[src/rtl/mest_pro_run_seq.sv]
// Processor run sequencer: pulses memory reset and start for NUM_RUNS runs, captures results,
// folds them into a rotating signature and compares it against a golden value.
module mest_pro_run_seq #(
  parameter int unsigned DATA_WIDTH       = 8,
  parameter int unsigned SIG_WIDTH        = 16,
  parameter int unsigned NUM_RUNS         = 4,
  parameter int unsigned MAX_RESULTS      = 16,
  parameter int unsigned TIMEOUT_CYCLES   = 1024,
  parameter int unsigned RST_PULSE_CYCLES = 2,
  localparam int unsigned IdxW = (MAX_RESULTS > 1) ? $clog2(MAX_RESULTS) : 1,
  localparam int unsigned CntW = IdxW + 1,
  localparam int unsigned RunW = $clog2(NUM_RUNS) + 1
) (
  input  logic                  clk,
  input  logic                  i_reset,
  input  logic                  i_go,
  input  logic [SIG_WIDTH-1:0]  i_expected_sig,
  output logic                  o_memory_reset,
  output logic                  o_start,
  input  logic [DATA_WIDTH-1:0] i_result,
  input  logic                  i_valid_result,
  input  logic                  i_carry,
  input  logic                  i_zero_flag,
  input  logic                  i_all_done,
  input  logic [IdxW-1:0]       i_rd_idx,
  output logic [DATA_WIDTH-1:0] o_rd_data,
  output logic                  o_busy,
  output logic                  o_done,
  output logic                  o_pass,
  output logic                  o_timeout,
  output logic                  o_overflow,
  output logic [CntW-1:0]       o_result_count,
  output logic [RunW-1:0]       o_run_count,
  output logic [SIG_WIDTH-1:0]  o_signature
);

  localparam int unsigned TmrW = $clog2(TIMEOUT_CYCLES) + 1;
  localparam int unsigned PulW = $clog2(RST_PULSE_CYCLES) + 1;

  typedef enum logic [2:0] {StIdle, StMrst, StStart, StRun, StCheck, StDone} state_e;

  state_e                state_q, state_d;
  logic [PulW-1:0]       pulse_q;
  logic [TmrW-1:0]       tmr_q;
  logic [SIG_WIDTH-1:0]  sig_q;
  logic [CntW-1:0]       cnt_q;
  logic [RunW-1:0]       run_q;
  logic                  pass_q, timeout_q, overflow_q;
  logic [DATA_WIDTH-1:0] rd_q;
  logic [DATA_WIDTH-1:0] mem [MAX_RESULTS];

  logic                 pulse_last, tmr_expired, run_last, cap_en;
  logic [SIG_WIDTH-1:0] sig_in;

  assign pulse_last  = (pulse_q == PulW'(RST_PULSE_CYCLES - 1));
  assign tmr_expired = (tmr_q == TmrW'(TIMEOUT_CYCLES - 1));
  assign run_last    = ((32'(run_q) + 32'd1) >= NUM_RUNS);
  assign cap_en      = (state_q == StRun) && i_valid_result && (32'(cnt_q) < MAX_RESULTS);
  assign sig_in      = SIG_WIDTH'({i_carry, i_zero_flag, i_result});

  always_ff @(posedge clk or posedge i_reset) begin
    if (i_reset) state_q <= StIdle;
    else         state_q <= state_d;
  end

  always_comb begin
    state_d = state_q;
    unique case (state_q)
      StIdle, StDone: if (i_go) state_d = StMrst;
      StMrst:         if (pulse_last) state_d = StStart;
      StStart:        state_d = StRun;
      StRun: begin
        if (i_all_done)       state_d = run_last ? StCheck : StMrst;
        else if (tmr_expired) state_d = StDone;
      end
      StCheck:        state_d = StDone;
      default:        state_d = StIdle;
    endcase
  end

  always_comb begin
    o_memory_reset = (state_q == StMrst);
    o_start        = (state_q == StStart);
    o_busy         = (state_q == StMrst) || (state_q == StStart) ||
                     (state_q == StRun)  || (state_q == StCheck);
    o_done         = (state_q == StDone);
  end

  always_ff @(posedge clk or posedge i_reset) begin
    if (i_reset) begin
      pulse_q    <= '0;
      tmr_q      <= '0;
      sig_q      <= '0;
      cnt_q      <= '0;
      run_q      <= '0;
      pass_q     <= 1'b0;
      timeout_q  <= 1'b0;
      overflow_q <= 1'b0;
    end else begin
      pulse_q <= (state_q == StMrst) ? pulse_q + PulW'(1) : '0;
      case (state_q)
        StIdle, StDone: begin
          if (i_go) begin
            sig_q      <= '0;
            cnt_q      <= '0;
            run_q      <= '0;
            pass_q     <= 1'b0;
            timeout_q  <= 1'b0;
            overflow_q <= 1'b0;
          end
        end
        StStart: tmr_q <= '0;
        StRun: begin
          tmr_q <= tmr_q + TmrW'(1);
          if (i_valid_result) begin
            sig_q <= {sig_q[SIG_WIDTH-2:0], sig_q[SIG_WIDTH-1]} ^ sig_in;
            if (cap_en) cnt_q <= cnt_q + CntW'(1);
            else        overflow_q <= 1'b1;
          end
          if (i_all_done) begin
            run_q <= run_q + RunW'(1);
          end else if (tmr_expired) begin
            timeout_q <= 1'b1;
            pass_q    <= 1'b0;
          end
        end
        StCheck: pass_q <= (sig_q == i_expected_sig) && !overflow_q;
        default: ;
      endcase
    end
  end

  // Buffer storage is deliberately not reset.
  always_ff @(posedge clk) begin
    if (cap_en) mem[cnt_q[IdxW-1:0]] <= i_result;
  end

  always_ff @(posedge clk or posedge i_reset) begin
    if (i_reset) rd_q <= '0;
    else         rd_q <= mem[i_rd_idx];
  end

  assign o_rd_data      = rd_q;
  assign o_pass         = pass_q;
  assign o_timeout      = timeout_q;
  assign o_overflow     = overflow_q;
  assign o_result_count = cnt_q;
  assign o_run_count    = run_q;
  assign o_signature    = sig_q;

endmodule

[config.mk]
export PLATFORM = sky130hd
export DESIGN_NAME = mest_pro_run_seq
export DESIGN_NICKNAME = d
export VERILOG_FILES = /design/src/rtl/mest_pro_run_seq.sv
export SDC_FILE = /design/constraint.sdc
export NUM_CORES = 1
export LEC_CHECK = 0
export ABC_AREA = 1
export ABC_CLOCK_PERIOD_IN_PS = 2600
export CAP_MARGIN = 30
export CORE_ASPECT_RATIO = 1.4
export CORE_MARGIN = 2
export CORE_UTILIZATION = 35
export DETAILED_ROUTE_END_ITERATION = 12
export GPL_TIMING_DRIVEN = 0
export PLACE_DENSITY = 0.5
export SETUP_SLACK_MARGIN = 0.05
export SLEW_MARGIN = 5
export SYNTH_ARGS = -nofsm -noshare
export SYNTH_HDL_FRONTEND = slang
export SYNTH_SLANG_ARGS = --single-unit
[constraint.sdc]
create_clock -name clk -period 2.6 [get_ports clk]
set_input_delay 0.52 -clock clk [delete_from_list [all_inputs] [get_ports clk]]
set_output_delay 0.52 -clock clk [all_outputs]
set_load 0.05 [all_outputs]
==> out/results.txt <==
Setup CP Type = reg -> reg
Area growth syn-to-layout = 20.8%
Power in combinational cells = 1.80 mW
Met3 routed WL = 795 um
Synth Seq Share = 0.636
Outcome = finished clean
Ys async rst share = 0.285
Mapped Area = 8050 um^2
Placed cell area = 9140 um^2
Fin nets = 905
First-pass GRT wire length = 32700 um
Worst Path Arrival = 2.43 ns
DR WL/cell = 17.4 um
Synthesized flop and latch total = 179
Most common cell in the netlist = nand2_1
Clock skew = 0.0118 ns
Post-CTS Setup Repair Bufs = 0
FMAX = 0.421 GHz
Bufs and invs on worst path = 2
Final Util = 0.432
Non-CTS inverters = 123
Placer Congestion = 0.952
Flop share of the area = 0.527
P_leak = 3.91 nW
Unrepaired setup endpoints after global routing = no
Worst-margin pin slew = 0.909 ns
Routed wire length = 20500 um
Setup TNS = 0 ns
Met3 usage = 0.0372
Initial Util = 0.357
Final hold vios = 0
Initial antenna violation count = 0
Dominant class by area = flip-flops and latches
Sw Ratio = 0.321
Met1 Use GR = 0.209
Crit. Startpoint = state_q[2]$_DFFE_PP0P_
Fraction of area in multi-input gates = 0.240
Compound-Gate Fraction of Synth Area = 0.106
Clock buffer count = 17
Yosys warns = 0
Seq pwr = 3.33 mW
CTS tree = yes
Top sig layer = met4
Post-route minimum period = 2.37 ns
Core area = 22500 um^2
Layout buffering overhead excluding clock cells = 0.0865
Critical Path Max Stage Delay = 0.67 ns
Placed Instances = 1145
Fill cell count = 2242
Signal buffers = 101
Syn_area_per_cell = 10.4 um^2
Multi-input gates = 441
CP required = 2.66 ns
Yosys Instances = 774
Reg2reg setup slack = 0.23 ns
Worst path depth = 7
Via/cell ratio = 4.73
Ports = 74
Post-route setup slack = 0.226 ns
Pins over their slew limit = 0
Worst setup EP type = flip-flop
Main flop type = edfxtp_1
Flop Count = 179
Hpwl dp = 14700 um
CTS Buffer Depth = 2
Synth top area share = 0.478
Count of clock tree sinks = 179
Max cap viols = 0
CP Capture Point = mem[13][0]$_DFFE_PP_
CP top delay family = simple AND/OR/NAND/NOR gates
Switching power = 2.48 mW
1st-pass router iterations = 4
N_diodes = 0
Top Consumer = sequential cells
Pwr Total = 7.72 mW
Most used routing layer = met2
Seq. cell area = 5120 um^2
Critical Path Source Type = flip-flop
IO Port Bufs = 69
Number of enable flip-flop cells = 128
H-tree depth = 4
Hold Crit Class = in -> async
Period utilization = 0.913
Slew headroom = 0.392
Die width = 132 um
Unique cell type count in the Yosys netlist = 36
Fin Hold WS = 0.412 ns
Comb. cell area = 2330 um^2
Remaining Overflow, GRT = 0
Die Ht = 183 um
Iter 0 DRT Violations = 351
Synth top cells by count = nand2_1 (140), edfxtp_1 (128), inv_1 (117)
Reg2Reg Depth = 7
Fraction of layout cells with a size suffix above 1 = 0.0913
Most common logic cell in the routed design = nand2_1
Chip area = 24200 um^2
FF-to-FF Start = state_q[2]$_DFFE_PP0P_
# setup viols final = 0
Reg2reg end = mem[13][0]$_DFFE_PP_
Multiplexer share = 0
Largest net degree at the start of global routing = 35
Top cells by area = edfxtp_1 (48%), dfrtp_1 (16%), nand2_1 (6.5%)
Xor+xnor area frac = 0.0196
Setup WS pre-CTS = -0.212 ns
Clock share of power = 0.336
Clk root buf = clkbuf_16
Simple Share, Synth = 0.152
Vias in the first global route = 5720
CP cell instances = buf_4 -> nor2_8 -> nand2_4 -> or2_4 -> inv_2 -> nand2_1 -> nor2_1
Final ANT Viol Nets = 0
Sequential power share = 0.431
Cell Int Power = 5.24 mW
Placement view:
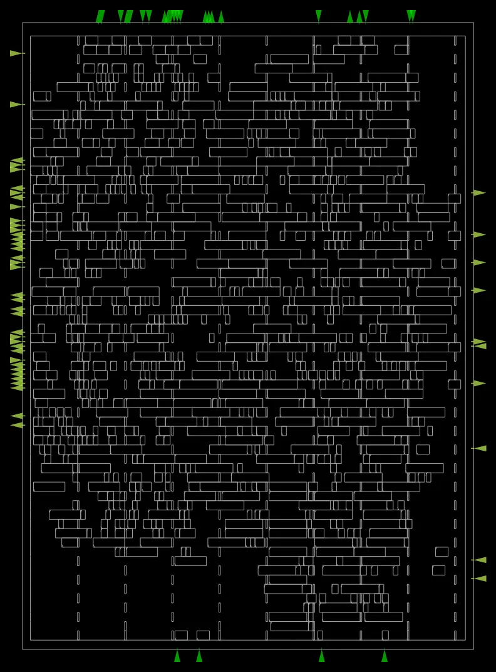
fin cells: 1177
Tapcells: 301
Row Count: 65

A small window of the routed layout:
Window x 46 to 86, y 35 to 75 um. Cells in grey, sequential cells in the stronger grey; small squares are vias.
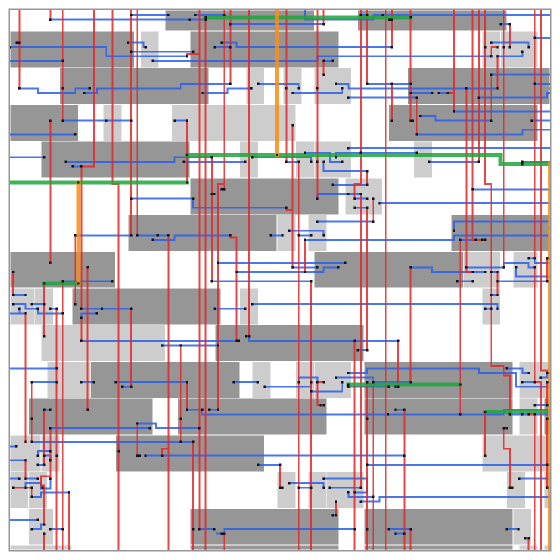
M4: marked orange. M1: marked blue. M2: marked red. M3: marked green.
Most frequent: edfxtp_1 (21), nand2_1 (11), inv_1 (9). 63 logic cells have their middle in the window. Sequential cells in the window: 24. Netlist names of flops here include mem (21), tmr_q (3).

Clock network drawn from the DEF:
The bar under the picture is 50 um long.
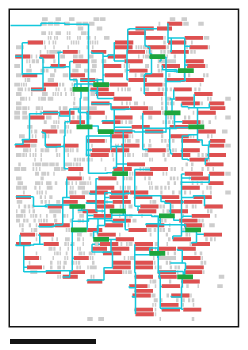
flip-flops: marked red, count 179. clock-net drivers: marked green, count 17. clock wires: marked cyan, length 2200 um.
There are 18 routed clock nets. Position of the flops: all over the die.
Clock group: 2.59 mW
Clock Latency Late Sink: 0.43 ns

Signal wires by layer:
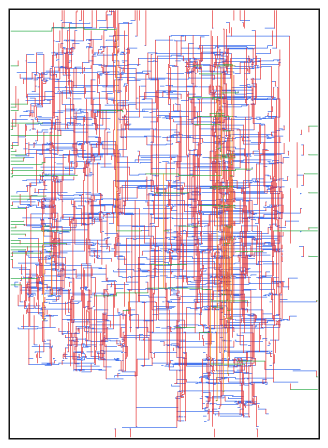
M4: marked orange, wire length 762 um. M3: marked green, wire length 795 um. M1: marked blue, wire length 8480 um. M2: marked red, wire length 10500 um.
routed via count: 5566
all-layer global routing usage: 0.178

Power and IR drop assume default switching activity.
